**Run 1: clock nets**

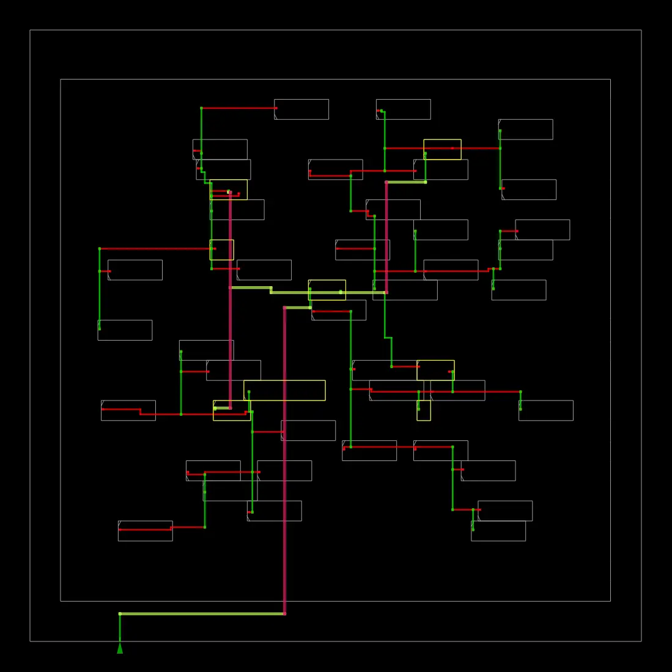
**Run 1: clock distribution**

Bar = 20 um.
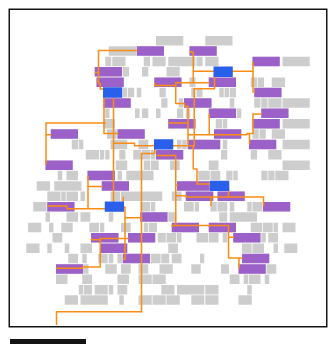
**Run 1: close-up of the layout**

Region (21, 21) to (61, 61) um. Cells in gray, sequential cells in the stronger gray; small squares are vias.
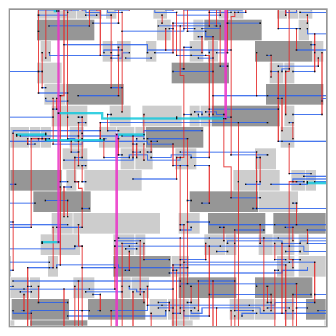
==> config.mk <==
export PLATFORM = sky130hd
export DESIGN_NAME = serial_adder
export DESIGN_NICKNAME = d
export VERILOG_FILES = /design/src/rtl/serial_adder.sv
export SDC_FILE = /design/constraint.sdc
export NUM_CORES = 1
export LEC_CHECK = 0
export ABC_AREA = 0
export CAP_MARGIN = 20
export CELL_PAD_IN_SITES_DETAIL_PLACEMENT = 0
export CELL_PAD_IN_SITES_GLOBAL_PLACEMENT = 1
export CORE_MARGIN = 4
export CORE_UTILIZATION = 30
export DETAILED_ROUTE_END_ITERATION = 12
export PLACE_DENSITY = 0.65
export SYNTH_ARGS = -nofsm -noshare
export SYNTH_HDL_FRONTEND = slang
export SYNTH_SLANG_ARGS = --single-unit
==> constraint.sdc <==
create_clock -name clk -period 1.5 [get_ports clk]
set_input_delay 0.3 -clock clk [delete_from_list [all_inputs] [get_ports clk]]
set_output_delay 0.3 -clock clk [all_outputs]
set_load 0.05 [all_outputs]
==> reports/metrics.cfg, run 1 <==
[synthesis]
yosys_area_mm2=0.00168
aoi_share_pct=28.6
ys_sh_simple_pct=16.7
synthCells=192
syn-num-nets=214
ys_sh_adder_pct=1.94
ys_seq_share_pct=46.5
synthTopLogicFamily=AND-OR/OR-AND gates
xor_share_pct=0
mux_share_pct=0

[detailed_routing]
drt-total-wl_mm=3.88
vias_per_cell=4.90
vias=1460
drt_iter0_drc=42
ant_nets=0
drt-wirelength-per-cell_um=13.0

[place]
port-buffer-count=30
pre_cts_ws_ns=-0.0371
gp_congestion=0.719

[critical_path]
startpoint_type=flop
cpPeakStageDelay_ns=0.39
endpoint_kind=primary output
worstPathRequired_ns=1.20
reg2reg_setup_slack_ns=0.16
critical-path-slowest-cell=dfxtp_4
criticalPathCategory=flop to primary output
crit_path_max_fanout=11
cp.depth=3

[final_timing]
fmax_mhz=696
setup_slack_ns=0.0634
finalMaxSlewViolations=0
worst_slew_pin_slew_ns=0.494
slew_headroom_pct=67.0
rsz0062_at_grt=no

[global_routing]
grt_pass1_wl_mm=6.69
grt_max_degree=40
antenna_found_initial=0
first_global_vias=1367
overflow=0
grt_usage_pct=11.7

[power]
leakage_nw=0.862
power_switching_mw=0.546
p_seq_share_pct=49.3
max-vdd-ir-drop_v=0.000403
power.internal_mw=1.72

[min_path]
hold_class=flop to flop

[clock_network]
clockBufferDepth=2
cts.clk_slew.worst_paths_ns=0.08
hold_buffers=0
htree_num_levels=2

[cells_and_area]
layout.nets=249
n_antenna_cell=0
lay_top_count=dfxtp_1
final_layout_size_suffix_gt1_share_pct=20.6
fin_util_pct=44.4

[floorplanning]
chip_area_mm2=0.00686
io_pins=31
rows=26

[run]
warnings=27
maxCapViolCount=0

[outcome]
status=completed

Back to the opening pictures, 'clock nets':
flop count: 39
Clock buffer cells: 5
Setup Skew: 0.00874 ns
clk pwr: 0.868 mW
CTS Buf Count: 5

Back to the opening pictures, 'clock distribution':
[clock-net drivers] blue | count: 5
[clock wires] orange | length: 515 um
[flip-flops] purple | count: 39
routed clock nets: 6
power share of the clock group: 38.3%
Clock Latency Late Sink: 0.29 ns

Back to the opening pictures, 'close-up of the layout':
[M2] red
[M3] cyan
[M4] magenta
[M1] blue
sequential cells in the window: 18
cells with their middle in the window: 83
most frequent: dfxtp_1 (16), nand2_1 (13), nor2_1 (11)

[run 1: metal layers]
layer	part of all wire, %	global-route usage (%)
met5	0	0
met4	2.2	6.24
met1	48	15.5
met3	3.6	2.77
met2	46	17.7
[run 1: power by group through the flow]
stage / logic (mW) / clock network, mW / registers (mW)
3_3_place_gp: 0.283 / 0 / 1.14
4_1_cts: 0.287 / 0.905 / 1.12
6_report: 0.282 / 0.868 / 1.12
5_1_grt: 0.316 / 0.934 / 1.12
3_5_place_dp: 0.285 / 0 / 1.14
2_1_floorplan: 0.176 / 0 / 1.13
[run 1: timing repair]
action                     4_1_cts  5_1_grt
resized                          3        2
setup endpoints to repair        2        1
setup buffers                    0        0
hold endpoints to repair         0        0
[run 1: cells in the mapped netlist, drive strengths merged]
master / number / area, um^2
o21bai: 1 / 7.51
inv: 2 / 7.51
nor2: 32 / 120
a32oi: 2 / 17.5
o2bb2ai: 10 / 87.6
ha: 1 / 12.5
a211oi: 17 / 128
nor2b: 1 / 6.26
a21oi: 17 / 85.1
o32a: 1 / 10.0
a31oi: 1 / 6.26
or3: 1 / 6.26
nand3: 11 / 55.1
buf: 9 / 67.6
a22oi: 1 / 7.51
fa: 1 / 20.0
and3b: 1 / 8.76
o21ba: 1 / 10.0
a21bo: 9 / 90.1
nand2: 19 / 71.3
dfxtp: 39 / 781
nand2b: 2 / 12.5
o22ai: 5 / 31.3
clkbuf: 8 / 31.3
[run 1: area by class of cell]
| cell class | instances | area, um^2 |
|---|---|---|
| clock inverter | 3 | 43.8 |
| inverter | 2 | 7.51 |
| sequential | 39 | 788 |
| multi-input combinational | 134 | 798 |
| tap | 70 | 87.6 |
| clock buffer | 5 | 68.8 |
| fill | 530 | 2930 |
| timing repair buffer | 45 | 548 |
==> run 1 -> run 2 <==
--- a/config.mk
+++ b/config.mk
@@ -12,7 +12,8 @@
 export CORE_MARGIN = 4
 export CORE_UTILIZATION = 30
 export DETAILED_ROUTE_END_ITERATION = 12
-export PLACE_DENSITY = 0.65
+export GPL_TIMING_DRIVEN = 1
+export PLACE_DENSITY = 0.75
 export SYNTH_ARGS = -nofsm -noshare
 export SYNTH_HDL_FRONTEND = slang
 export SYNTH_SLANG_ARGS = --single-unit
**Run 2: clock nets**

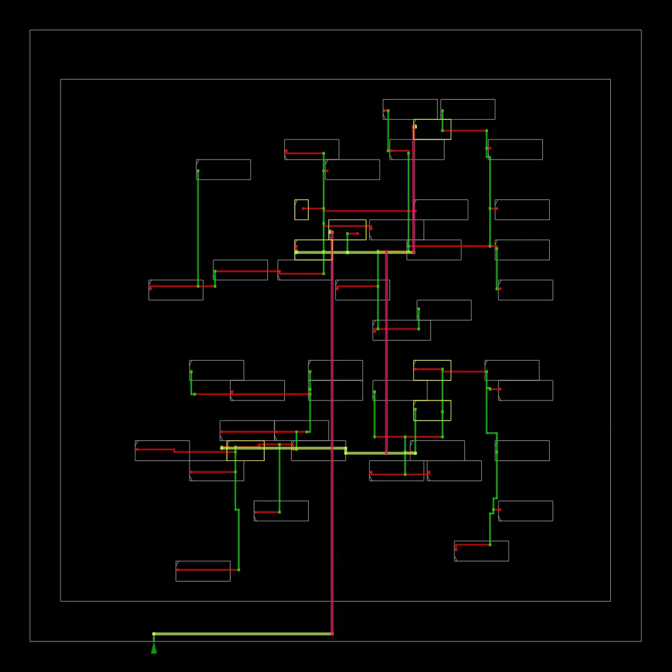
Clock buffer cells: 6
clk pwr: 0.724 mW
Num Clock Sinks: 39
Setup Skew: 0.00515 ns

==> reports/metrics.cfg, run 2 <==
[final_timing]
setup_slack_ns=0.0781  ; +0.0146 ns
fmax_mhz=703  ; +1.0%
finalMaxSlewViolations=0  ; unchanged
rsz0062_at_grt=no
slew_headroom_pct=67.7  ; +0.70 points

[cells_and_area]
fin_area_mm2=0.00230
final_layout_top_logic_cells=dfxtp_1, nor2_1, nand2_1, clkdlybuf4s50_1
n_antenna_cell=0  ; unchanged
final_layout_size_suffix_gt1_share_pct=19.1  ; -1.5 points
fin_util_pct=43.6  ; -0.88 points
layout.nets=247  ; -0.80%

[power]
leakage_nw=0.840  ; -2.6%
max-vdd-ir-drop_v=0.000377  ; -6.5%
p_per_area_mw_per_mm2=923

[floorplanning]
chip_area_mm2=0.00686  ; unchanged
io_pins=31  ; unchanged
rows=26  ; unchanged

[global_routing]
grt_pass1_wl_mm=6.39  ; -4.4%
grt_max_degree=40  ; unchanged
first_global_vias=1386  ; +1.4%
antenna_found_initial=0  ; unchanged
overflow=0  ; unchanged

[synthesis]
async_flop_share_pct=0  ; unchanged
synthCells=192  ; unchanged
ys_seq_share_pct=46.5  ; unchanged
synth_top_area_share_pct=46.5  ; unchanged
top_area_cell=dfxtp_1
yosysMostFrequentCell=dfxtp_1
ff_type=dfxtp_1
yosys_area_mm2=0.00168  ; unchanged
syn-num-nets=214  ; unchanged
top_cells_by_count=dfxtp_1, nor2_1, nand2_1
edf_count=0  ; unchanged
synthTopCellsByArea=dfxtp_1, a211oi_1, nor2_1
yosysWarnings=0

[critical_path]
cpPeakStageDelay_ns=0.42  ; +0.03 ns
endpoint_kind=primary output
startpoint_type=flop
crit_path_max_fanout=7  ; -4
reg2reg_setup_slack_ns=0.14  ; -0.02 ns
worstPathRequired_ns=1.20  ; about the same

[min_path]
hold_class=flop to flop

[run]
maxCapViolCount=0  ; unchanged
warnings=27  ; unchanged

[detailed_routing]
drt_iter0_drc=78  ; +86%
drt-wirelength-per-cell_um=12.7  ; -2.2%
ant_nets=0  ; unchanged
vias_per_cell=4.96  ; +1.2%

[place]
port-buffer-count=30  ; unchanged
gp_congestion=0.752  ; +4.6%
pre_cts_ws_ns=-0.0235  ; +0.0136 ns

[clock_network]
cts_resized=2  ; -1
clkLatencyLatePin_ns=0.29  ; about the same
cts.clk_slew.worst_paths_ns=0.07  ; about the same
cts_buffers=5  ; unchanged
htree_num_levels=2  ; unchanged
cts_setup_buffers=0  ; unchanged

[outcome]
status=completed

**Run 2: metal 3**

Cells faint in the background.
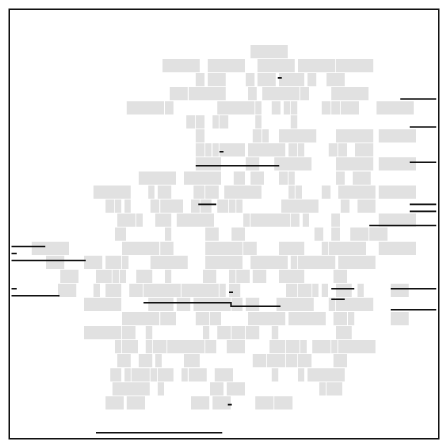
wire length on this layer: 164 um
main direction: horizontal
longest straight run: 24.1 um
via count: 1463
met3 usage: 3.66%
routed wire length: 3.76 mm

[run 2: netlist changes by cell type in the layout (fill, tap and decap cells not counted), sizes merged]
cell,previous run,this run
clkbuf,5,6
clkinv,2,1
buf,26,24
bufinv,1,0
[run 2: cells by family after synthesis]
kind of cell | Yosys count | share of synthesized area (%)
compound gates | 65 | 28.6
buf+inv | 19 | 6.33
fa+ha+maj | 2 | 1.94
simple gates | 67 | 16.7
flops | 39 | 46.5
[run 2: critical path, delay by kind of cell, from the launching register on]
kind	cells	cell delay, ns
buf+inv	2	0.24
flops	1	0.42
simple gates	1	0.16
[run 2: cell type report]
cell class / instances / area (um^2)
Timing Repair Buffer: 43 / 533
Tap cell: 70 / 87.6
Clock buffer: 6 / 82.6
Fill cell: 542 / 2970
Sequential cell: 39 / 782
Multi-Input combinational cell: 134 / 798
Inverter: 2 / 7.51
Clock inverter: 1 / 5.00
[run 2: metal layers]
metal  routed length, um  GRT usage (%)
met1                1850           14.0
met2                1620           17.1
met3                 163           3.66
met4                 120           7.28
met5                   0              0
[run 2: power by group]
part | switching [mW] | leakage [nW] | internal, mW | total, mW
registers | 0.0290 | 0.320 | 1.08 | 1.11
logic | 0.142 | 0.474 | 0.141 | 0.283
clock network | 0.363 | 0.0470 | 0.361 | 0.724
[run 2: stage by stage]
step	power [mW]	hold slack [ns]
after detailed placement	1.42	0.457
after floorplan	1.31	0.437
after global placement	1.42	0.446
after global routing	2.21	0.484
after CTS	2.14	0.468
final	2.12	0.463
Power figures rest on the tool's default switching activity, not on a simulated workload.
